===== src/rtl/key_debounce.sv =====
// rtl/key_debounce.sv - active-low push-button synchronizer and debouncer
// Produces a clean level plus single-cycle press, release and long-press pulses.
module key_debounce #(
  parameter int CLK_FREQ_HZ = 50_000_000,
  parameter int DEBOUNCE_MS = 20,
  parameter int LONG_MS     = 1000
) (
  input  logic sys_clk,
  input  logic sys_rst,
  input  logic key,
  output logic key_state,
  output logic key_press,
  output logic key_release,
  output logic key_long
);

  localparam int DEBOUNCE_CYC = CLK_FREQ_HZ / 1000 * DEBOUNCE_MS;
  localparam int LONG_CYC     = CLK_FREQ_HZ / 1000 * LONG_MS;
  localparam int DEB_W        = $clog2(DEBOUNCE_CYC + 1);
  localparam int HOLD_W       = $clog2(LONG_CYC + 1);

  localparam logic [DEB_W-1:0]  DEB_MAX  = DEB_W'(DEBOUNCE_CYC);
  localparam logic [DEB_W-1:0]  DEB_ONE  = DEB_W'(1);
  localparam logic [HOLD_W-1:0] HOLD_MAX = HOLD_W'(LONG_CYC);
  localparam bit                DEB_SINGLE = (DEBOUNCE_CYC == 1);

  typedef enum logic [1:0] {
    IDLE,
    PRESS_WAIT,
    PRESSED,
    RELEASE_WAIT
  } state_t;

  logic              sync1_q, sync2_q;
  logic              key_sync;
  state_t            state_q, state_d;
  logic [DEB_W-1:0]  deb_cnt_q, deb_cnt_d, deb_inc;
  logic [HOLD_W-1:0] hold_cnt_q, hold_cnt_d, hold_inc;
  logic              hold_hit;
  logic              key_state_q, key_state_d;
  logic              press_q, press_d;
  logic              release_q, release_d;
  logic              long_q, long_d;

  assign key_sync = sync2_q;

  // Saturating increments; hold_hit fires only on the transition into LONG_CYC.
  assign deb_inc  = (deb_cnt_q == DEB_MAX) ? deb_cnt_q : deb_cnt_q + 1'b1;
  assign hold_inc = (hold_cnt_q == HOLD_MAX) ? hold_cnt_q : hold_cnt_q + 1'b1;
  assign hold_hit = (hold_cnt_q != HOLD_MAX) && (hold_inc == HOLD_MAX);

  always_comb begin
    state_d     = state_q;
    deb_cnt_d   = deb_cnt_q;
    hold_cnt_d  = hold_cnt_q;
    key_state_d = key_state_q;
    press_d     = 1'b0;
    release_d   = 1'b0;
    long_d      = 1'b0;

    case (state_q)
      IDLE: begin
        hold_cnt_d = '0;
        if (!key_sync) begin
          if (DEB_SINGLE) begin
            state_d     = PRESSED;
            key_state_d = 1'b0;
            press_d     = 1'b1;
            deb_cnt_d   = '0;
          end else begin
            state_d   = PRESS_WAIT;
            deb_cnt_d = DEB_ONE;
          end
        end
      end

      PRESS_WAIT: begin
        if (key_sync) begin
          state_d   = IDLE;
          deb_cnt_d = '0;
        end else if (deb_inc == DEB_MAX) begin
          state_d     = PRESSED;
          key_state_d = 1'b0;
          press_d     = 1'b1;
          hold_cnt_d  = '0;
          deb_cnt_d   = '0;
        end else begin
          deb_cnt_d = deb_inc;
        end
      end

      PRESSED: begin
        hold_cnt_d = hold_inc;
        long_d     = hold_hit;
        if (key_sync) begin
          if (DEB_SINGLE) begin
            state_d     = IDLE;
            key_state_d = 1'b1;
            release_d   = 1'b1;
            long_d      = 1'b0;
            hold_cnt_d  = '0;
            deb_cnt_d   = '0;
          end else begin
            state_d   = RELEASE_WAIT;
            deb_cnt_d = DEB_ONE;
          end
        end
      end

      RELEASE_WAIT: begin
        hold_cnt_d = hold_inc;
        long_d     = hold_hit;
        if (!key_sync) begin
          state_d   = PRESSED;
          deb_cnt_d = '0;
        end else if (deb_inc == DEB_MAX) begin
          // Release takes priority over a coincident long-press pulse.
          state_d     = IDLE;
          key_state_d = 1'b1;
          release_d   = 1'b1;
          long_d      = 1'b0;
          hold_cnt_d  = '0;
          deb_cnt_d   = '0;
        end else begin
          deb_cnt_d = deb_inc;
        end
      end

      default: begin
        state_d     = IDLE;
        deb_cnt_d   = '0;
        hold_cnt_d  = '0;
        key_state_d = 1'b1;
      end
    endcase
  end

  always_ff @(posedge sys_clk or posedge sys_rst) begin
    if (sys_rst) begin
      sync1_q     <= 1'b1;
      sync2_q     <= 1'b1;
      state_q     <= IDLE;
      deb_cnt_q   <= '0;
      hold_cnt_q  <= '0;
      key_state_q <= 1'b1;
      press_q     <= 1'b0;
      release_q   <= 1'b0;
      long_q      <= 1'b0;
    end else begin
      sync1_q     <= key;
      sync2_q     <= sync1_q;
      state_q     <= state_d;
      deb_cnt_q   <= deb_cnt_d;
      hold_cnt_q  <= hold_cnt_d;
      key_state_q <= key_state_d;
      press_q     <= press_d;
      release_q   <= release_d;
      long_q      <= long_d;
    end
  end

  assign key_state   = key_state_q;
  assign key_press   = press_q;
  assign key_release = release_q;
  assign key_long    = long_q;

endmodule


===== config.mk =====
export PLATFORM = sky130hd
export DESIGN_NAME = key_debounce
export DESIGN_NICKNAME = d
export VERILOG_FILES = /design/src/rtl/key_debounce.sv
export SDC_FILE = /design/constraint.sdc
export NUM_CORES = 1
export LEC_CHECK = 0
export ABC_AREA = 1
export ABC_CLOCK_PERIOD_IN_PS = 5600
export CORE_MARGIN = 1
export CORE_UTILIZATION = 61
export CTS_CLUSTER_SIZE = 10
export DETAILED_ROUTE_END_ITERATION = 16
export MAX_ROUTING_LAYER = met4
export PLACE_DENSITY = 0.79
export SLEW_MARGIN = 20
export SYNTH_ARGS = -nofsm -noshare
export SYNTH_HDL_FRONTEND = slang
export SYNTH_SLANG_ARGS = --single-unit

===== constraint.sdc =====
create_clock -name sys_clk -period 5.6 [get_ports sys_clk]
set_input_delay 0.56 -clock sys_clk [delete_from_list [all_inputs] [get_ports sys_clk]]
set_output_delay 0.56 -clock sys_clk [all_outputs]
set_load 0.01 [all_outputs]

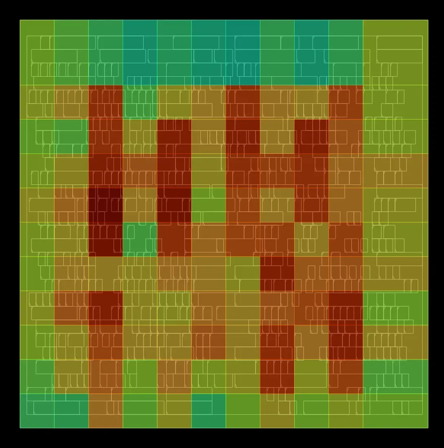
*Routing congestion map, run 1*
met3 Use GR: 4.22%
met1 Resource Use GR: 37.8%
GRT Total Usage: 33.7%
Avg WL per Cell: 14.4 microns
Finished Core Util: 67.6%

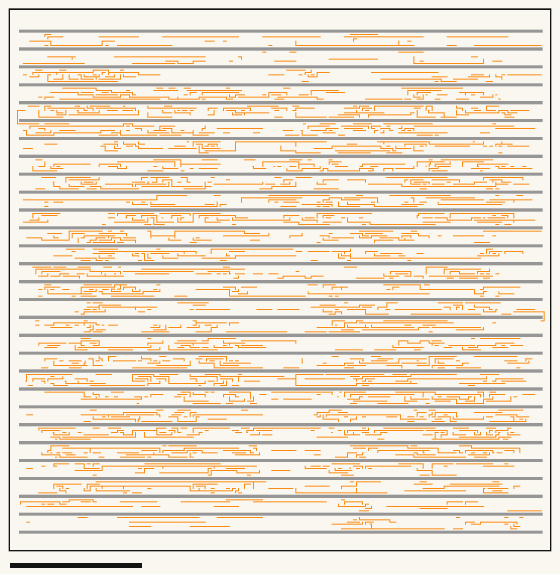
*The metal 1 layer, run 1*
Bar = 20 microns. Supply wires on this layer in gray.
nets with wire on the layer = 570
wire length on this layer = 4,070 microns
share of all routed wire = 42%
main direction = horizontal
longest straight run = 25.8 microns

==> deck_impl_summary.md, run 1 <==
Synthesis and Place & Route Summary

Placement
  • Gpl congestion: just under 1
  • Buffers on Ports: 6
  • Dpl cell area: 3990 sq um
  • Dpl hpwl: 7260 microns
  • Pre-CTS setup slack: 3040 ps

Final timing
  • Setup ws final: 3020 ps
  • FMAX: 388 MHz
  • Worst Tran Pin Value: 693 ps
  • Relative slew slack: 53.8%
  • Tcrit/Tclk final: between 40 and 50%
  • Fin Setup TNS: 0 ps
  • Final Hold Fails: 0
  • Fin Clk Skew: around 17 ps
  • Crit path time final: 2580 ps
  • Hold WS: approximately 350 ps
  • Final setup viols: 0
  • Final slew viol count: 0
  • RSZ-0062 raised after global routing: no

Clock network
  • Sink Count: 54
  • Latency at later pin: 310 ps
  • CTS tree: yes
  • Reg clk slew, reported paths: 100 ps
  • Post-CTS Setup Bufs: 0
  • Root Driver: clkbuf_8
  • CTS Hold Buffers Added: 0
  • Total CTS buffers: 5
  • PostCTS Resize Cnt: 0
  • H-tree depth: 2
  • Longest Clk Path Bufs: 2

Power
  • Total power: 0.698 mW
  • Peak supply drop: about 0.00017 V
  • Leakage Power: 1.92 nW
  • PwrDens: 170 nW/um^2

Route
  • Vias per cell: 5.52
  • Via count: 3,735
  • Post-route antenna net violation count: 0
  • DR iter-0 viols: 260
  • DRC Markers: 0
  • Routed Wire Length: 9780 microns
  • DR pass1 iterations: 5

Synth
  • Cell count after synthesis: 600
  • Synthesis area per yosys: 3910 sq um
  • Syn nets: 607
  • Mean post-synth cell area: 6.52 sq um
  • Most frequent cells after synthesis: nand2_1 (192), nor2_1 (91), inv_1 (70)
  • Ys async rst share: 100%
  • Synth Cell Area: 3910 sq um
  • # Cells Yosys: 600
  • Seq share, synth: 34.6%
  • Cell area leaders: dfrtp_1 (33%), nand2_1 (18%), nor2_1 (8.7%), nand3_1 (8.2%), inv_1 (6.7%)
  • Most frequent cell after synthesis: nand2_1
  • Max-area cell share: between 30% and 40%
  • Synth cell types: 33
  • Flops & latches, synth: 54
  • Ys Warns: 0
  • Yosys top cell by area: dfrtp_1
  • Top FF cell, synth: dfrtp_1
  • Number of enable flip-flop cells: 0

Global routing
  • First-pass GRT wire length: 16,600 microns
  • Initial antenna violation count: 0
  • Vias in the first global route: about 3,600
  • GRT overflow: 0
  • Largest net degree at the start of global routing: 55

Critical path
  • Chain of cells forming the critical path: ha_1 -> nand3_1 -> nor2_4 -> nand2_1 -> o21ai_1 -> nand2_1 -> nor2_2 -> nand2_1 -> nor2_2 -> nand2_2 -> nand2_2 -> o22ai_1
  • Critical Path AT: roughly 2700 ps
  • Slowest stage cell, crit path: dfrtp_1
  • Crit Path Max Fanout: 18
  • Cell family with most CP delay: simple AND/OR/NAND/NOR gates
  • Most frequent CP cell: nand2_1
  • Crit path kind: reg2reg
  • Critical Path Start Type: flop
  • Critical Path RT: 5770 ps
  • Crit end category: flop
  • Max stage delay on crit path: approximately 500 ps
  • Worst Path Buf+Inv: 0

Job
  • Warning total across the stage logs: 28
  • Max-Cap Viols: 0

Floorplan
  • I/O pin count: 7
  • Chip height: 82.1 microns
  • Die span in x: approximately 80 microns
  • Core area: 6060 sq um
  • Floorplan Utilization: 64.6%
  • Die ar.: 6740 sq um
  • Site row count: 28

Hold path
  • Hold WC Path Type: reg2reg

Cells and area
  • Layout area overhead: 4.70%
  • Share of cells above drive strength 1: 6.31%
  • Ant diodes: 0
  • Final #Nets: 608
  • Fin area: 4100 sq um

Outcome
  • Outcome: finished, final reports clean
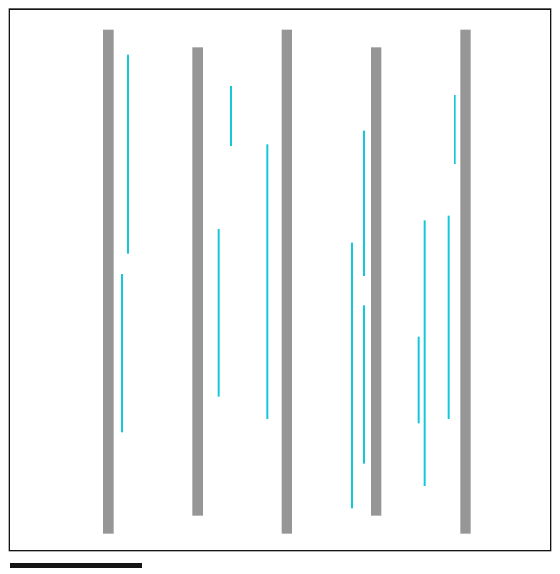
*Signal wires on met4, run 1*
Bar = 20 microns. Supply wires on this layer in gray.
main direction = vertical
share of all routed wire = 3.2%

==> run 1: per-stage QoR <==
step	utilization (%)	std cells
6_report	67.6	677
5_1_grt	67.6	677
4_1_cts	67.6	677
3_5_place_dp	65.8	669
3_3_place_gp	65.8	669
2_1_floorplan	-	600
==> run 1: worst register-to-register path, delay by kind of cell (launching register included) <==
| family | cells | cell delay, ps |
|---|---|---|
| AOI/OAI and AO/OA | 2 | 300 |
| adders and majority gates | 1 | 290 |
| DFF | 1 | 500 |
| and+or+nand+nor | 9 | 1350 |
==> run 1: flip-flops by register name, summed over array words and instances, names as in the netlist, named ones only <==
register	flops
key_press	1
key_long	1
hold_cnt_q	26
state_q	1
sync1_q	1
key_sync	1
key_state	1
deb_cnt_q	20
key_release	1
==> run 1: cell usage in the layout, fill, tap and decap left out, drive strengths merged, types with 2 or more instances in the layout <==
| cell | netlist | layout |
|---|---|---|
| xnor2 | 6 | 6 |
| clkdlybuf4s50 | 0 | 6 |
| nand2 | 203 | 203 |
| dfstp | 3 | 3 |
| and2 | 2 | 2 |
| nor3 | 7 | 7 |
| nor2 | 101 | 101 |
| o21ai | 12 | 12 |
| dfrtp | 51 | 51 |
| o22ai | 15 | 15 |
| inv | 71 | 71 |
| clkbuf | 5 | 6 |
| xor2 | 16 | 16 |
| nand3b | 2 | 2 |
| nand3 | 66 | 66 |
| nand4 | 22 | 22 |
| buf | 9 | 2 |
| ha | 4 | 4 |
==> run 1: layer usage <==
metal  global-route usage (%)  vias to the layer above  wire, microns
met5                        -                        -              0
met3                     4.22                       27            399
met2                     59.6                      100           5000
met1                     37.8                     1706           4070
li1                         -                     1902              -
met4                     14.7                        0            308
==> run 1: final cells by class <==
| type | count | area [sq um] |
|---|---|---|
| flip-flops and latches | 54 | 1360 |
| multi-input cells | 460 | 2190 |
| inverters | 72 | 270 |
| fillers | 561 | 1960 |
| clock inverters | 2 | 37.5 |
| clock buffers | 6 | 72.6 |
| well taps | 75 | 93.8 |
| repair buffers | 8 | 75.1 |
==> run 1: final timing paths <==
check	depth (start not counted)	slack (ps)	startpoint	end
max in group asynchronous	3	4380	sys_rst	async pin
worst min register to register	0	350	sync1_q	key_sync
worst max register to register	12	3020	deb_cnt_q[0]	deb_cnt_q[10]
worst max-delay path	12	3020	deb_cnt_q[0]	deb_cnt_q[10]
worst min-delay path	0	350	sync1_q	key_sync
min in group asynchronous	3	750	sys_rst	deb_cnt_q[6]
==> run 1: power breakdown <==
group,internal (mW),switching (mW)
Clock,0.134,0.129
Combinational,0.00902,0.0279
Sequential,0.393,0.00542
==> run 1: cell families after synthesis <==
group | Yosys count | synth area share, %
adder cells (fa/ha/maj) | 4 | 1.28
XOR/XNOR | 22 | 4.92
flip-flops | 54 | 34.6
AND/OR/NAND/NOR | 405 | 45.5
AND-OR/OR-AND | 29 | 4.35
buffers and inverters | 86 | 9.34
--- run 2 (diff from run 1) ---
- ABC_CLOCK_PERIOD_IN_PS: 5600 -> 2600
- clock period: 5.6 -> 2.6 ns (I/O delays scaled with it)
==> run 2 against run 1 <==
Effect of this change: clock power increased by 110%; total power increased by 120%; utilization increased by 1.6 points; via count increased by 4.0%; design area increased by 2.3%; synthesized cell count unchanged; critical path depth unchanged; worst hold slack got worse by 5.7 ps; critical endpoint is now hold_cnt_q[22].
==> deck_impl_summary.md, run 2 <==
Synthesis and Place & Route Summary

Critical path
  • Chain of cells forming the critical path: ha_1 -> nand3_1 -> nor2_4 -> buf_4 -> xor2_1 -> nand3_1 -> nor2_1 -> nand3_2 -> nor2_4 -> nand3_4 -> nand3_1 -> nand2_1
  • Crit Path Max Fanout: 14
  • R2R Path Start: deb_cnt_q[0]
  • Critical Path RT: approximately 2800 ps
  • Max stage delay on crit path: roughly 440 ps
  • Critical Path Start Type: flop
  • Path depth of the worst reg2reg path: 12
  • Critical Path AT: around 2700 ps
  • Most frequent CP cell: nand3_1
  • Crit end category: flop

Final timing
  • Fin Clk Skew: approximately 12 ps
  • Hold WS: ~340 ps
  • Final slew viol count: 0
  • Relative slew slack: 58.6%
  • Tcrit/Tclk final: 95.5%
  • Crit path time final: between 2000 and 2500 ps
  • Final Hold Fails: 0

Synth
  • Synth cell types: 33
  • Most frequent cell after synthesis: nand2_1
  • Most frequent cells after synthesis: nand2_1 (192), nor2_1 (91), inv_1 (70)
  • Cell count after synthesis: 600
  • Seq share, synth: between 30% and 40%
  • Ys async rst share: 100%
  • Synthesis area per yosys: 3910 sq um
  • Ys Warns: 0
  • Top FF cell, synth: dfrtp_1
  • Syn nets: 607
  • Synth Cell Area: 3910 sq um
  • Cell area leaders: dfrtp_1 (33%), nand2_1 (18%), nor2_1 (8.7%), nand3_1 (8.2%), inv_1 (6.7%)
  • # Cells Yosys: 600

Route
  • DRT met1 WL: around 4300 microns
  • Routed Wire Length: about 10,000 microns
  • Avg WL per Cell: around 15 microns
  • DRC Markers: 0
  • DR pass1 iterations: 6
  • Top sig layer: met4
  • DR iter-0 viols: 241

Cells and area
  • Reg with most FFs: hold_cnt_q
  • Most frequent cells in the layout: nand2_1 (192), nor2_1 (91), inv_1 (69)
  • Fillers: 541
  • Register area: 1360 sq um
  • Max reg flops: 26
  • Ant diodes: 0
  • Highest-count logic cell in the final layout: nand2_1
  • Share of cells above drive strength 1: 7.84%
  • Largest registers: hold_cnt_q: 26 flops, deb_cnt_q: 20 flops
  • Layout area overhead: 7.13%

Global routing
  • GRT overflow: 0
  • Vias in the first global route: approximately 3,600
  • Initial antenna violation count: 0
  • First-pass GRT wire length: 16,500 microns
  • GRT Total Usage: 33.4%

Floorplan
  • Floorplan Utilization: 64.6%
  • I/O pin count: 7
  • Chip height: 82.1 microns
  • Core area: 6060 sq um

Clock network
  • Root Driver: clkbuf_8
  • H-tree depth: 2
  • Latency at later pin: 310 ps
  • CTS Hold Buffers Added: 0
  • Total CTS buffers: 5
  • CTS tree: yes
  • Longest Clk Path Bufs: 2

Power
  • Peak supply drop: 0.000256 V
  • Total power: 1.51 mW
  • Int Pwr: roughly 1.2 mW
  • Net Sw Frac: a little under a quarter
  • Sequential power share: 57.0%
  • Gate power share: under 10%
  • Leakage Power: 1.97 nW
  • PwrDens: ~360 nW/um^2

Outcome
  • Outcome: finished, final reports clean

Hold path
  • Hold WC Path Type: in2async

Placement
  • Gpl congestion: between 0.9 and 1
  • Dpl hpwl: 7550 microns
  • Buffers on Ports: 6
  • Dpl cell area: 4040 sq um

Job
  • Warning total across the stage logs: 28
## run 2: cell counts after synthesis
Identical to the previous run, type by type.
## run 2: power by group through the flow
stage / Combinational (mW) / Clock, mW / Sequential, mW
finish: 0.0858 / 0.563 / 0.859
global route: 0.0975 / 0.600 / 0.860
CTS: 0.0865 / 0.581 / 0.857
detailed placement: 0.0863 / 0 / 0.873
global placement: 0.0858 / 0 / 0.873
floorplan: 0.0687 / 0 / 0.867
## run 2: cell families after synthesis
family | share of synthesized area [%]
and+or+nand+nor | 45.5
buffers and inverters | 9.34
DFF | 34.6
AOI/OAI and AO/OA | 4.35
xor gates and xnor gates | 4.92
adders and majority gates | 1.28
## run 2: what timing repair did
item                                    4_1_cts  5_1_grt
endpoints found under the setup margin        0       46
setup buffers                                 0        3
gates resized                                 0        2
## run 2: routing by layer
| layer | vias up | track usage, % |
|---|---|---|
| met2 | 129 | 58.8 |
| met5 | - | - |
| li1 | 1923 | - |
| met3 | 31 | 4.56 |
| met1 | 1800 | 38.0 |
| met4 | 0 | 13.7 |
## run 2: worst paths after layout
path	end	slack (ps)
max	hold_cnt_q[22]	120
min	hold_cnt_q[11]	340
max reg2reg	hold_cnt_q[22]	120
min reg2reg	key_sync	340
max in group asynchronous	sync1_q	1630
min in group sys_clk	key_sync	340
## run 2: cell type report
type,count,area share [%]
clock buffers,7,1.82
multi-input cells,461,52.7
well taps,75,2.24
clock inverters,1,0.716
inverters,72,6.45
repair buffers,17,3.70
flip-flops and latches,54,32.4
## run 2: through the flow
step | util [%] | setup WS (ps) | instances | TNS, ps
2_1_floorplan | - | 481 | 600 | 0
3_3_place_gp | 66.7 | 155 | 675 | 0
3_5_place_dp | 66.7 | 73.5 | 675 | 0
4_1_cts | 68.5 | 67.7 | 683 | 0
5_1_grt | 69.2 | -1.57 | 687 | -1.57
6_report | 69.2 | 118 | 687 | 0
## run 2: critical path: cells and delay by family (launching register included)
| kind | cells | cell delay (ps) |
|---|---|---|
| simple gates | 9 | 1340 |
| fa+ha+maj | 1 | 270 |
| xor+xnor | 1 | 190 |
| buf+inv | 1 | 150 |
| flops | 1 | 440 |
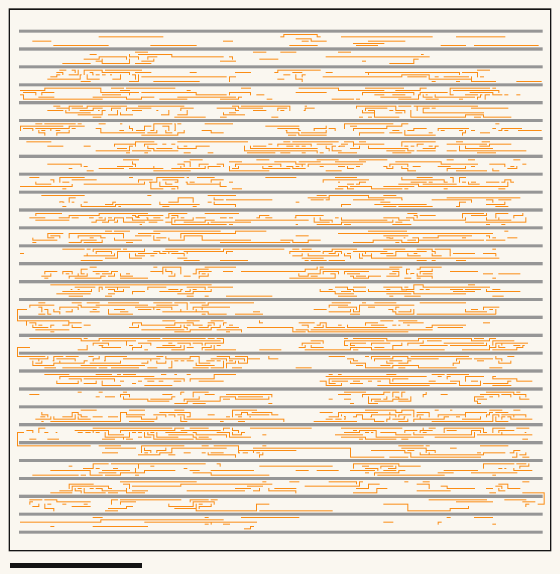
*The metal 1 layer, run 2*
Bar = 20 microns. Supply wires on this layer in gray.
main direction = horizontal
longest straight run = 24.4 microns
nets with wire on the layer = 587

--- run 3 (diff from run 2) ---
- SLEW_MARGIN: 20 -> not set
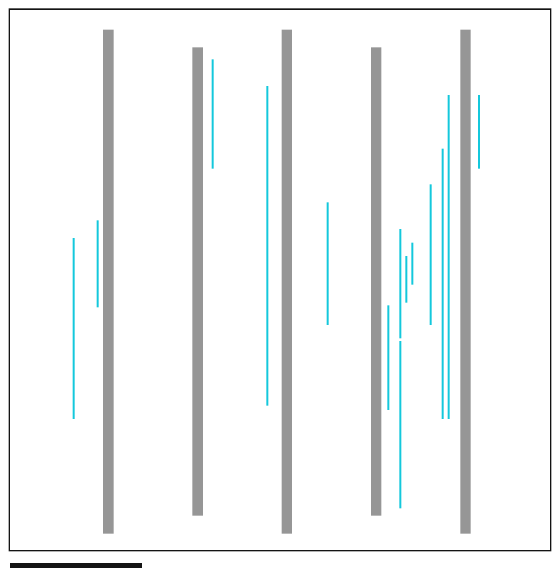
*Signal wires on met4, run 3*
Bar = 20 microns. Supply wires on this layer in gray.
main direction = vertical
longest straight run = 49.0 microns
wire length on this layer = 315 microns
share of all routed wire = 3.1%

==> run 3 against run 2 <==
Effect of this change: non-clock buffer count unchanged; combinational power is essentially flat; sequential cell count is the same; global-route usage is the same; design area stayed put; highest routed layer unchanged.
==> deck_impl_summary.md, run 3 <==
Synthesis and Place & Route Summary

Critical path
  • Critical Path RT: 2800 ps
  • Crit end category: flop
  • Max stage delay on crit path: 440 ps
  • Critical Path Start Type: flop
  • Chain of cells forming the critical path: ha_1 -> nand3_1 -> nor2_4 -> buf_4 -> xor2_1 -> nand3_1 -> nor2_1 -> nand3_2 -> nor2_4 -> nand3_4 -> nand3_1 -> nand2_1
  • Crit Path Max Fanout: 14
  • Most frequent CP cell: nand3_1
  • CP Depth: 12
  • Slowest stage cell, crit path: dfrtp_2
  • Crit path kind: reg2reg
  • Path depth of the worst reg2reg path: 12
  • Worst Path Buf+Inv: 1
  • Critical Path AT: 2680 ps
  • Cell family with most CP delay: simple AND/OR/NAND/NOR gates

Final timing
  • Relative slew slack: 58.6%
  • Fin Clk Skew: between 10 and 15 ps
  • FMAX: 403 MHz
  • Final setup viols: 0
  • Crit path time final: roughly 2500 ps
  • Final slew viol count: 0
  • Worst Tran Pin Value: 620 ps
  • Tcrit/Tclk final: a little over nine tenths
  • Hold WS: 344 ps
  • Final Hold Fails: 0

Floorplan
  • Die ar.: 6740 sq um
  • I/O pin count: 7
  • Site row count: 28
  • Die span in x: about 80 microns
  • Core area: 6060 sq um
  • Floorplan Utilization: 64.6%
  • Chip height: 82.1 microns

Synth
  • Cell area leaders: dfrtp_1 (33%), nand2_1 (18%), nor2_1 (8.7%), nand3_1 (8.2%), inv_1 (6.7%)
  • Max-area cell share: 32.6%
  • Ys Warns: 0
  • Flops & latches, synth: 54
  • Most frequent cells after synthesis: nand2_1 (192), nor2_1 (91), inv_1 (70)
  • Synthesis area per yosys: 3910 sq um
  • Most frequent cell after synthesis: nand2_1
  • # Cells Yosys: 600
  • Top FF cell, synth: dfrtp_1
  • Synth Cell Area: 3910 sq um
  • Number of enable flip-flop cells: 0
  • Syn nets: 607
  • Cell count after synthesis: 600
  • Ys async rst share: 100%
  • Mean post-synth cell area: 6.52 sq um
  • Yosys top cell by area: dfrtp_1
  • Synth cell types: 33
  • Seq share, synth: 34.6%

Clock network
  • Root Driver: clkbuf_8
  • H-tree depth: 2
  • Reg clk slew, reported paths: 90 ps
  • Total CTS buffers: 5
  • Latency at later pin: 310 ps
  • CTS Hold Buffers Added: 0
  • Longest Clk Path Bufs: 2
  • Sink Count: 54
  • CTS tree: yes

Hold path
  • Hold WC Path Type: in2async

Cells and area
  • Reg with most FFs: hold_cnt_q
  • Most frequent cells in the layout: nand2_1 (192), nor2_1 (91), inv_1 (69)
  • Fillers: 541
  • Layout area overhead: 7.13%
  • Post-route non-filler standard cell count: 687
  • Share of cells above drive strength 1: 7.84%
  • Final #Nets: 618
  • Register area: 1360 sq um
  • Finished Core Util: 69.2%
  • Ant diodes: 0
  • Highest-count logic cell in the final layout: nand2_1
  • Combinational gate area: 2210 sq um
  • Largest registers: hold_cnt_q: 26 flops, deb_cnt_q: 20 flops
  • Max reg flops: 26
  • Fin area: around 4200 sq um

Global routing
  • Vias in the first global route: 3,624
  • Met2 Use GR: 58.8%
  • Met1 Resource Use GR: 38.0%
  • Busiest layer in global routing: met2
  • Met3 Use GR: 4.56%
  • Largest net degree at the start of global routing: 30
  • GRT Total Usage: 33.4%
  • First-pass GRT wire length: roughly 17,000 microns
  • GRT overflow: 0
  • Initial antenna violation count: 0

Route
  • Vias per cell: 5.65
  • Avg WL per Cell: about 15 microns
  • Post-route antenna net violation count: 0
  • DRC Markers: 0
  • DR pass1 iterations: 6
  • DR iter-0 viols: 241
  • Routed Wire Length: between 10,000 and 15,000 microns
  • Via count: 3,883

Placement
  • Post-Place Cells: 675
  • Dpl hpwl: 7550 microns
  • Buffers on Ports: 6
  • Gpl congestion: between 0.9 and 1
  • Dpl cell area: 4040 sq um

Power
  • Sequential power share: 57.0%
  • Gate power share: 5.7%
  • Int Pwr: 1.16 mW
  • Sw power: 0.349 mW
  • Net Sw Frac: 23.1%
  • Power share of the clock group: 37.4%
  • Peak supply drop: 0.000256 V
  • PwrDens: 360 nW/um^2
  • Leakage Power: 1.97 nW

Job
  • Max-Cap Viols: 0
  • Warning total across the stage logs: 28

Outcome
  • Outcome: finished, final reports clean
[run 3: cell counts after synthesis]
Identical to the previous run, type by type.
[run 3: metal layers]
layer	vias up	part of all wire (%)
li1	1923	-
met1	1800	42
met2	129	51
met3	31	4.2
met4	0	3.1
met5	-	0
[run 3: power by group through the flow]
stage	registers, mW	logic (mW)	clock network [mW]
after floorplan	0.867	0.0687	0
after global placement	0.873	0.0858	0
after detailed placement	0.873	0.0863	0
after CTS	0.857	0.0865	0.581
after global routing	0.860	0.0975	0.600
final	0.859	0.0858	0.563
[run 3: area by class of cell]
type	count	area share, %
Multi-Input combinational cell	461	52.7
Tap cell	75	2.24
Sequential cell	54	32.4
Clock inverter	1	0.716
Timing Repair Buffer	17	3.70
Inverter	72	6.45
Clock buffer	7	1.82
[run 3: worst register-to-register path, delay by kind of cell, from the launching register on]
family / cells / cell delay (ps)
adders and majority gates: 1 / 270
DFF: 1 / 440
xor gates and xnor gates: 1 / 190
and+or+nand+nor: 9 / 1340
buffers and inverters: 1 / 150
[run 3: through the flow]
stage	setup WS, ps	total power, mW	TNS [ps]
final	118	1.51	0
after global routing	-1.57	1.56	-1.57
after CTS	67.7	1.52	0
after detailed placement	73.5	0.960	0
after global placement	155	0.959	0
after floorplan	481	0.936	0
[run 3: worst paths after layout]
path | startpoint | end | slack (ps)
setup / recovery | deb_cnt_q[0] | hold_cnt_q[22] | 120
hold / removal | sys_rst | hold_cnt_q[11] | 340
setup reg to reg | deb_cnt_q[0] | hold_cnt_q[22] | 120
hold reg to reg | sync1_q | key_sync | 340
max in group asynchronous | sys_rst | sync1_q | 1630
min in group sys_clk | sync1_q | key_sync | 340
[run 3: cells by family (layout without fill, tap and decap cells)]
logic type / Yosys count / in the layout / share of synthesized area, %
and+or+nand+nor: 405 / 406 / 45.5
buffers and inverters: 86 / 97 / 9.34
DFF: 54 / 54 / 34.6
AOI/OAI and AO/OA: 29 / 29 / 4.35
xor gates and xnor gates: 22 / 22 / 4.92
adders and majority gates: 4 / 4 / 1.28
[run 3: repair_timing]
action                                  in CTS  in global routing
endpoints found under the setup margin       0                 46
resized                                      0                  2
setup buffers                                0                  3

==> notes/layouts.md <==
Pictures saved along the way, in no particular order.

The metal 2 layer.
Bar = 20 microns.
Plate I
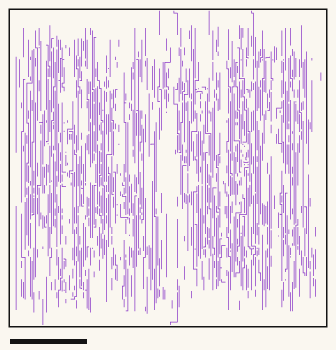
Plate II
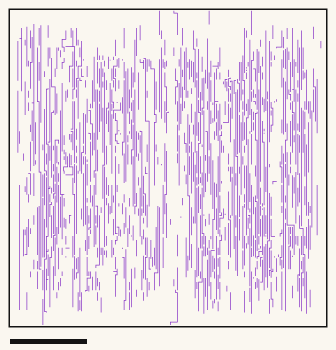
- run 1 = Plate II
- run 2 = Plate I

Key to Plate II:
wire length on this layer = 5,000 microns
longest straight run = 37.4 microns
share of all routed wire = 51%

Power is estimated from default activity; no workload was simulated.
